## src/rtl/bcd_up_counter_pkg.sv

```systemverilog
// -----------------------------------------------------------------------------
// bcd_up_counter_pkg
// Shared BCD constants and digit type for the BCD up/down counter family.
// Contents:
//   BCD_W        width of one BCD digit
//   bcd_digit_t  one BCD digit (codes A..F are representable but illegal)
//   BCD_MAX      largest legal digit value (9)
//   BCD_ZERO     digit value zero
//   bcd_at_max() true when a digit is 9 or an illegal code above 9
// -----------------------------------------------------------------------------
package bcd_up_counter_pkg;

   localparam int BCD_W = 4;

   typedef logic [BCD_W-1:0] bcd_digit_t;

   localparam bcd_digit_t BCD_MAX  = 4'd9;
   localparam bcd_digit_t BCD_ZERO = 4'd0;

   // Illegal codes behave like 9 so that an out-of-range load recovers
   // on the next count.
   function automatic logic bcd_at_max(input bcd_digit_t d);
      return (d >= BCD_MAX);
   endfunction

endpackage

```

## src/rtl/bcd_up_counter_if.sv

```systemverilog
// -----------------------------------------------------------------------------
// bcd_up_counter_if
// Control/data bundle of the BCD up-counter (74161-style control set).
// Parameter: DIGITS - number of BCD digits; D/Q are 4*DIGITS bits wide.
// Signals:
//   Ld   synchronous load, active-low
//   CTP  count enable (parallel)
//   CTT  count enable (trickle), also gates CO
//   D    load value, digit 0 in bits [3:0]
//   Q    registered counter value
//   CO   combinational ripple carry to the next stage
//   OVF  registered sticky overflow flag
// Modports: master drives controls and reads results; slave is the counter.
// -----------------------------------------------------------------------------
interface bcd_up_counter_if #(
   parameter int DIGITS = 2
);

   localparam int QW = 4 * DIGITS;

   logic          Ld;
   logic          CTP;
   logic          CTT;
   logic [QW-1:0] D;
   logic [QW-1:0] Q;
   logic          CO;
   logic          OVF;

   modport master (
      output Ld, CTP, CTT, D,
      input  Q, CO, OVF
   );

   modport slave (
      input  Ld, CTP, CTT, D,
      output Q, CO, OVF
   );

endinterface

```

## src/rtl/bcd_up_counter_digit_up.sv

```systemverilog
// -----------------------------------------------------------------------------
// bcd_digit_up
// One BCD digit of the up-counter: loadable, increments on inc_i, wraps 9->0.
// A digit holding an illegal code (A..F) is treated as 9 when incremented.
// Ports:
//   CP          clock, rising edge
//   CR          asynchronous reset, active-high (digit -> 0)
//   load_i      synchronous load strobe, active-high, wins over inc_i
//   load_val_i  value loaded (copied verbatim, illegal codes included)
//   inc_i       increment this digit on the next edge
//   q_o         registered digit value
//   is_max_o    digit is 9 or above (a carry out is produced when incremented)
// -----------------------------------------------------------------------------
module bcd_digit_up
   import bcd_up_counter_pkg::*;
(
   input  logic       CP,
   input  logic       CR,
   input  logic       load_i,
   input  bcd_digit_t load_val_i,
   input  logic       inc_i,
   output bcd_digit_t q_o,
   output logic       is_max_o
);

   bcd_digit_t q_q;
   bcd_digit_t q_d;

   always_comb begin
      q_d = q_q;
      if (load_i) begin
         q_d = load_val_i;
      end else if (inc_i) begin
         q_d = bcd_at_max(q_q) ? BCD_ZERO : (q_q + 4'd1);
      end
   end

   always_ff @(posedge CP or posedge CR) begin
      if (CR) begin
         q_q <= BCD_ZERO;
      end else begin
         q_q <= q_d;
      end
   end

   assign q_o      = q_q;
   assign is_max_o = bcd_at_max(q_q);

endmodule

```

## src/rtl/bcd_up_counter.sv

```systemverilog
// -----------------------------------------------------------------------------
// bcd_up_counter
// Cascadable N-digit BCD up-counter with 74161-style controls, a sticky
// overflow flag and an optional saturate mode.
// Parameter: DIGITS - number of BCD digits (1..4).
// Ports:
//   CP   clock, rising edge
//   CR   asynchronous reset, active-high (Q=0, OVF=0)
//   bus  bcd_up_counter_if.slave: Ld, CTP, CTT, D in; Q, CO, OVF out
// Priority at each edge: load (Ld=0), then count (CTP&CTT), then hold.
// Build option: define BCD_UP_SATURATE_EN to make the counter stop at all-9s
// instead of wrapping to all-0s (OVF still sets, CO unchanged).
// -----------------------------------------------------------------------------
module bcd_up_counter
   import bcd_up_counter_pkg::*;
#(
   parameter int DIGITS = 2
)(
   input  logic                CP,
   input  logic                CR,
   bcd_up_counter_if.slave     bus
);

   localparam int QW = BCD_W * DIGITS;

   logic              cnt_en;
   logic              all_max;
   logic              wrap;
   logic              load_int;
   logic [QW-1:0]     load_val;
   logic [DIGITS-1:0] carry;
   logic [DIGITS-1:0] is_max;
   logic [QW-1:0]     q_vec;
   logic              ovf_q;
   logic              ovf_d;

   assign cnt_en  = bus.Ld & bus.CTP & bus.CTT;
   assign all_max = &is_max;
   assign wrap    = cnt_en & all_max;

`ifdef BCD_UP_SATURATE_EN
   // At all-9s the count turns into a load of all-9s; this also repairs
   // illegal codes that were sitting in the counter.
   assign load_int = ~bus.Ld | wrap;
   assign load_val = bus.Ld ? {DIGITS{BCD_MAX}} : bus.D;
`else
   assign load_int = ~bus.Ld;
   assign load_val = bus.D;
`endif

   // Digit k increments only when every lower digit is at 9 (or above).
   genvar k;
   generate
      for (k = 0; k < DIGITS; k++) begin : g_digit
         if (k == 0) begin : g_c0
            assign carry[k] = cnt_en;
         end else begin : g_ck
            assign carry[k] = carry[k-1] & is_max[k-1];
         end

         bcd_digit_up u_digit (
            .CP         (CP),
            .CR         (CR),
            .load_i     (load_int),
            .load_val_i (load_val[k*BCD_W +: BCD_W]),
            .inc_i      (carry[k]),
            .q_o        (q_vec[k*BCD_W +: BCD_W]),
            .is_max_o   (is_max[k])
         );
      end
   endgenerate

   // Sticky overflow: set by a count at all-9s, cleared only by load or reset.
   always_comb begin
      ovf_d = ovf_q;
      if (!bus.Ld) begin
         ovf_d = 1'b0;
      end else if (wrap) begin
         ovf_d = 1'b1;
      end
   end

   always_ff @(posedge CP or posedge CR) begin
      if (CR) begin
         ovf_q <= 1'b0;
      end else begin
         ovf_q <= ovf_d;
      end
   end

   assign bus.Q   = q_vec;
   assign bus.CO  = bus.CTT & all_max;
   assign bus.OVF = ovf_q;

endmodule

```

## src/flat_wrapper.sv

```systemverilog
// flat-port wrapper written by rule: the top's interface ports become plain ports
module bcd_up_counter_flat import bcd_up_counter_pkg::*;
#(
   parameter int DIGITS = 2
)
  (CP, CR, bus_Ld, bus_CTP, bus_CTT, bus_D, bus_Q, bus_CO, bus_OVF);
  bcd_up_counter_if #(.DIGITS(DIGITS)) bus_i ();
  input  logic CP;
  input  logic CR;
  input wire logic [$bits(bus_i.Ld)-1:0] bus_Ld;
  input wire logic [$bits(bus_i.CTP)-1:0] bus_CTP;
  input wire logic [$bits(bus_i.CTT)-1:0] bus_CTT;
  input wire logic [$bits(bus_i.D)-1:0] bus_D;
  output wire logic [$bits(bus_i.Q)-1:0] bus_Q;
  output wire logic [$bits(bus_i.CO)-1:0] bus_CO;
  output wire logic [$bits(bus_i.OVF)-1:0] bus_OVF;
  assign bus_i.Ld = bus_Ld;
  assign bus_i.CTP = bus_CTP;
  assign bus_i.CTT = bus_CTT;
  assign bus_i.D = bus_D;
  assign bus_Q = bus_i.Q;
  assign bus_CO = bus_i.CO;
  assign bus_OVF = bus_i.OVF;
  bcd_up_counter #(.DIGITS(DIGITS)) u_core (.CP(CP), .CR(CR), .bus(bus_i));
endmodule
```

## config.mk

```make
export PLATFORM = sky130hd
export DESIGN_NAME = bcd_up_counter_flat
export DESIGN_NICKNAME = d
export VERILOG_FILES = /design/src/rtl/bcd_up_counter_pkg.sv /design/src/rtl/bcd_up_counter_if.sv /design/src/rtl/bcd_up_counter_digit_up.sv /design/src/rtl/bcd_up_counter.sv /design/src/flat_wrapper.sv
export SDC_FILE = /design/constraint.sdc
export NUM_CORES = 1
export LEC_CHECK = 0
export CORE_UTILIZATION = 46
export DETAILED_ROUTE_END_ITERATION = 8
export PLACE_DENSITY = 0.84
export SLEW_MARGIN = 20
export SYNTH_ARGS = -nofsm -noshare
export SYNTH_HDL_FRONTEND = slang
export SYNTH_SLANG_ARGS = --single-unit
```

## constraint.sdc

```tcl
create_clock -name CP -period 4.25 [get_ports CP]
set_clock_uncertainty 0.1 [all_clocks]
set_input_delay 0.85 -clock CP [delete_from_list [all_inputs] [get_ports CP]]
set_output_delay 0.85 -clock CP [all_outputs]
set_load 0.01 [all_outputs]
```

Run 1, metal 2:
Drawn at 8 px/um. Cells faint in the background.
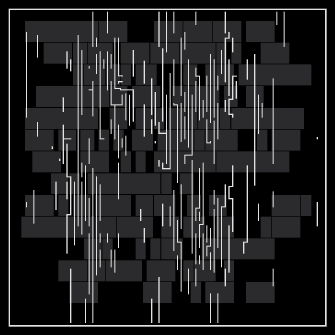
nets with wire on the layer: 96
main direction: vertical

Run 1, metal 3:
Drawn at 8 px/um.
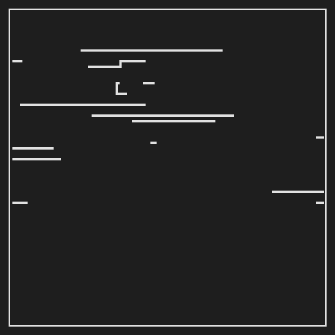
wire length on this layer: 92.9 um
longest straight run: 17.5 um
main direction: horizontal
nets with wire on the layer: 12
share of all routed wire: 6.5%
Detailed Route WL: 1.44 mm
GRT met3 Usage: 5.11%
total number of vias: 631

==> GITHUB_STEP_SUMMARY, run 1 <==
### Flow metrics

| Metric | Value |
|---|---|
| Placed cell areas | 858 um2 |
| IO Pins | 23 |
| Fill count | 123 |
| Critical Path Slowest Stage Cell | clkdlybuf4s50_1 |
| CP cell instances | clkdlybuf4s50_1, nand2_1, nor2_1, clkdlybuf4s50_1 |
| RR Startpoint | u_core.g_digit[0].u_digit.q_o[0] |
| Mi-comb count | 57 |
| Crit path from | bus_CTT |
| Top layer in use | met4 |
| Post-place setup slack | 1.12 ns |
| Logic area | 372 um2 |
| Min Tclk post-route | 3.17 ns |
| Yosys adder share | 11.7% |
| CTS root buffer | clkbuf_4 |
| Yosys Chip Area | 643 um2 |
| Std cell rows | 13 |
| Largest net degree at the start of global routing | 20 |
| Pre-Place Util | 49.4% |
| Compound Share, Synth | 15.6% |
| Mux area share | 0% |
| Sw frac | 32.9% |
| DIE WIDTH | 39.4 um |
| Post-CTS Hold Buffers | 0 |
| Hold Path Class | flip-flop to flip-flop |
| Max FFs per register | 8 |
| Tool warnings | 30 |
| Final antenna-violating net count | 0 |
| Status | finished, final reports clean |
| Post-Route M1 WL | 673 um |
| Non-clk invs | 6 |
| Clock Power Share | 27.0% |
| FF+latch count | 9 |
| Final GP Congestion | 0.706 |
| # nets final | 118 |
| N_diodes | 0 |
| Xor+xnor area frac | 0% |
| Layout clock area frac | 2.97% |
| CTS tree | done |
| Detail Placement HPWL | 1.04 mm |
| Top logic family | simple AND/OR/NAND/NOR gates |
| Maximum VDD drop | 214 uV |
| Fmax | 316 MHz |
| YS warnings | 0 |
| Top cells by area | dfrtp_1 (35%), ha_1 (12%), a31oi_1 (5.8%) |
| Post_cts resized | 0 |
| Die span in y | 39.4 um |
| Slew Limit Fails | 0 |
| Area delta synth->final | 37.5% |
| Crit-path max FO | 6 |
| Async SR Flop Fraction | 100% |
| Layout non-clock buf frac | 24.9% |
| Yosys simple share | 30.5% |
| # Post-CTS Setup Buffers | 0 |
| Worst-Margin Slew | 0.610 ns |
| # clk buffers | 4 |
| Crit path top cell by count | clkdlybuf4s50_1 |
| Clock-pin slew on the worst setup and hold paths | 0.07 ns |
| Placed cells | 109 |
| Final Hold Viols | 0 |
| Yosys stat cell total | 74 |
| Number of port buffers | 22 |
| RSZ-0062 raised after global routing | no |
| Sequential fraction of the synthesis area | 35.0% |
Run 1, track usage over the die:
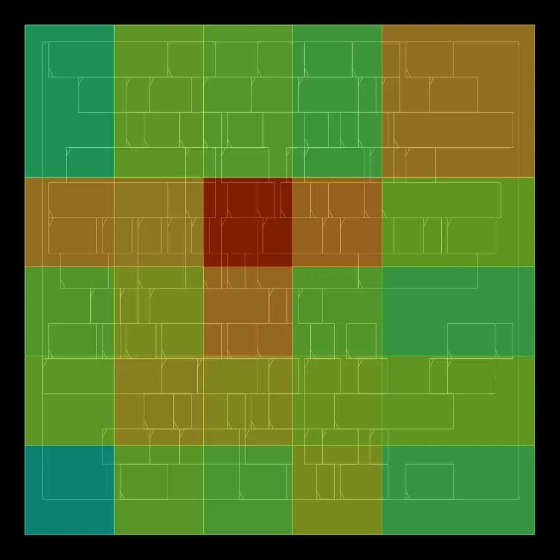
routed len/inst: 12.7 um
busiest grt layer: met2
GRT Total Usage: 22.1%
Final Util: 68.0%

==> run 1: power by group through the flow <==
stage | Combinational [mW] | Sequential, mW | Clock (mW)
final | 0.0818 | 0.109 | 0.0707
after global routing | 0.0914 | 0.111 | 0.0719
after CTS | 0.0823 | 0.109 | 0.0696
after detailed placement | 0.0817 | 0.110 | 0
after global placement | 0.0797 | 0.110 | 0
after floorplan | 0.0394 | 0.112 | 0
==> run 1: critical path: cells and delay by family <==
family	cells	cell delay [ns]
buffers and inverters	2	1.16
and+or+nand+nor	2	0.20
==> run 1: worst max path at each step <==
| stage | end | slack, ns |
|---|---|---|
| after global routing | bus_CO | 1.04 |
| final | bus_CO | 1.08 |
| after floorplan | bus_CO | 2.02 |
| after global placement | bus_CO | 1.13 |
| after CTS | bus_CO | 1.11 |
| after detailed placement | bus_CO | 1.12 |
Run 1, cell sizes after repair:
Drawn at 12 px/um.
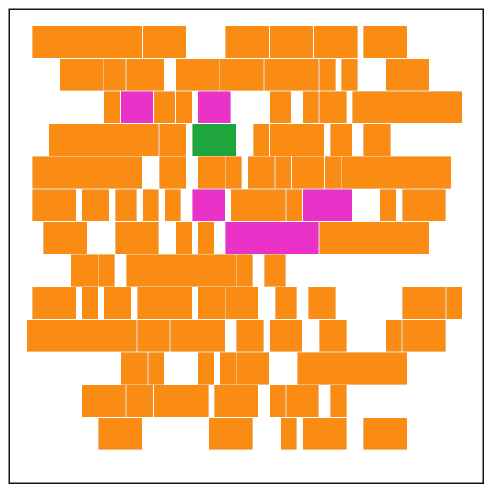

==> run 1 -> run 2 <==
- CORE_UTILIZATION: 46 -> 43
- PLACE_DENSITY: 0.84 -> 0.79
- clock period: 4.25 -> 3 ns (I/O delays scaled with it)
Run 2, cell sizes after repair:
Drawn at 12 px/um.
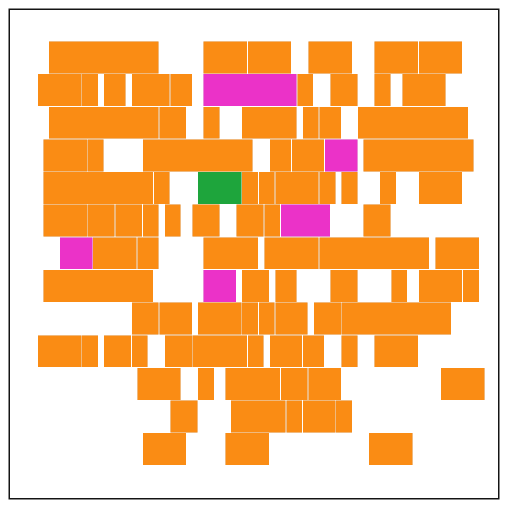
| color | size | cells | share |
|---|---|---|---|
| green | x2 | 1 | 1.0% |
| magenta | x3 and x4 | 5 | 5.1% |
| orange | x1 and smaller | 92 | 94% |
Signal buffers: 22
area delta synth->final: 37.5%
setup ws final: 0.219 ns
post-route cell area: 885 um2

Run 2, metal 3:
Drawn at 6 px/um.
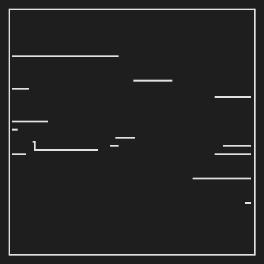
longest straight run: 17.5 um
wire length on this layer: 76.8 um
nets with wire on the layer: 11

==> run 2 against run 1 <==
Flip-flop count did not move. Largest power group unchanged. Critical path type is now flip-flop to output pin. Area after synthesis unchanged. Power up 37%.
==> GITHUB_STEP_SUMMARY, run 2 <==
### Flow metrics

| Metric | Value |
|---|---|
| Tool warnings | 30 (unchanged) |
| Final Util | 65.5% (-2.5 points) |
| Slew Limit Fails | 0 (unchanged) |
| Max FFs per register | 8 (unchanged) |
| Crit path depth | 7 (+3) |
| Placed cells | 109 (unchanged) |
| Final antenna-violating net count | 0 (unchanged) |
| Detail Placement HPWL | 1.01 mm (-3.2%) |
| CP required | 2.30 ns |
| Yosys Chip Area | 643 um2 (unchanged) |
| Syn Inst Count | 74 |
| Compound Share, Synth | 15.6% (unchanged) |
| Final Hold Viols | 0 (unchanged) |
| YS warnings | 0 (unchanged) |
| Yosys adder share | 11.7% (unchanged) |
| RSZ-0062 raised after global routing | no |
| Final GP Congestion | 0.708 (+0.21%) |
| RR Startpoint | u_core.g_digit[0].u_digit.q_o[0] |
| N_diodes | 0 (unchanged) |
| Yosys reg bits | 9 |
| Critical Path Slowest Stage Cell | clkdlybuf4s50_1 |
| Post-place setup slack | 0.385 ns (-0.737 ns) |
| # Post-CTS Setup Buffers | 0 (unchanged) |
| Fmax | 360 MHz |
| Clock-pin slew on the worst setup and hold paths | 0.05 ns (-0.02 ns) |
| Critical path class | flip-flop to output pin |
| CTS tree | done |
| Worst-Margin Slew | 0.571 ns (-0.0391 ns) |
| Post-CTS Hold Buffers | 0 (unchanged) |
| Fill count | 124 (+0.81%) |
| IO Pins | 23 (unchanged) |
| Number of port buffers | 22 (unchanged) |
| GRT Total Usage | 20.0% (-2.0 points) |
| Top cells by area | dfrtp_1 (35%), ha_1 (12%), a31oi_1 (5.8%) |
| Initial antenna violation count | 0 |
| CP top delay family | buffers and inverters |
| CORE AREA | 1350 um2 |
| Xor+xnor area frac | 0% (unchanged) |
| Detailed Route WL | 1.34 mm (-6.9%) |
| Die span in y | 40.7 um (+3.3%) |
| Reg2reg end | u_core.g_digit[1].u_digit.q_o[3] |
| Placed cell areas | 858 um2 (unchanged) |
| Total number of vias | 594 (-5.9%) |
| Cycle use final | 92.7% |
| Post-synth cell types | 26 |
| Buf+Inv Stages, Crit Path | 2 (unchanged) |
| Post_cts resized | 0 (unchanged) |
| CTS root buffer | clkbuf_4 |
| Setup violators final | 0 |
| Std cell rows | 13 (unchanged) |
| H-Tree Level Count | 1 |
| CP cell instances | inv_1, ha_1, nor3b_1, nor2b_1, nand2_1, nor2_1, clkdlybuf4s50_1 |
| First-pass GRT wire length | 2.07 mm |
| Mux area share | 0% (unchanged) |
| Hold Path Class | flip-flop to flip-flop |
| Yosys stat cell total | 74 (unchanged) |
| Vias per cell | 5.26 |
| Synth top cells by count | nand2_1 (10), dfrtp_1 (9), nor2_1 (9) |
| # nets final | 118 (unchanged) |
| Async SR Flop Fraction | 100% (unchanged) |
| DIE WIDTH | 40.7 um (+3.3%) |
| Min Tclk post-route | 2.78 ns |
| Crit path from | u_core.g_digit[1].u_digit.q_o[0] |
| Drt drc | 0 |
| CP startpoint kind | flip-flop |
| Yosys simple share | 30.5% (unchanged) |
| Top logic family | simple AND/OR/NAND/NOR gates |
| Sequential fraction of the synthesis area | 35.0% (unchanged) |
| Maximum VDD drop | 226 uV (+5.3%) |
| CP endpoint | bus_CO |
| Status | finished, final reports clean |
| Routed len/inst | 11.8 um (-6.9%) |
| Crit-path max FO | 7 (+1) |
| Largest net degree at the start of global routing | 20 (unchanged) |
| Logic area | 372 um2 (unchanged) |
| Pre-Place Util | 47.6% (-1.8 points) |
-- run 2: cell counts after synthesis --
Identical to the previous run, type by type.
-- run 2: power breakdown --
group / total, mW / internal [mW] / switching (mW) / leakage [nW]
clock network: 0.0902 / 0.0510 / 0.0392 / 0.0150
logic: 0.115 / 0.0632 / 0.0519 / 0.254
registers: 0.154 / 0.134 / 0.0198 / 0.106
-- run 2: cell type report --
type / count / share of cell area [%]
Timing Repair Buffer: 22 / 24.9
Inverter: 6 / 2.55
Clock buffer: 4 / 2.97
Tap cell: 15 / 2.12
Multi-Input combinational cell: 57 / 42.0
Sequential cell: 9 / 25.5
-- run 2: routing by layer --
metal  track usage [%]  vias up  share of wire, %
met5                 0        -                 0
met4              10.0        0               1.8
met3              8.15        4               5.7
met2              31.0       14                47
met1              23.8      263                46
li1                  -      313                 -
Power and IR drop assume default switching activity.
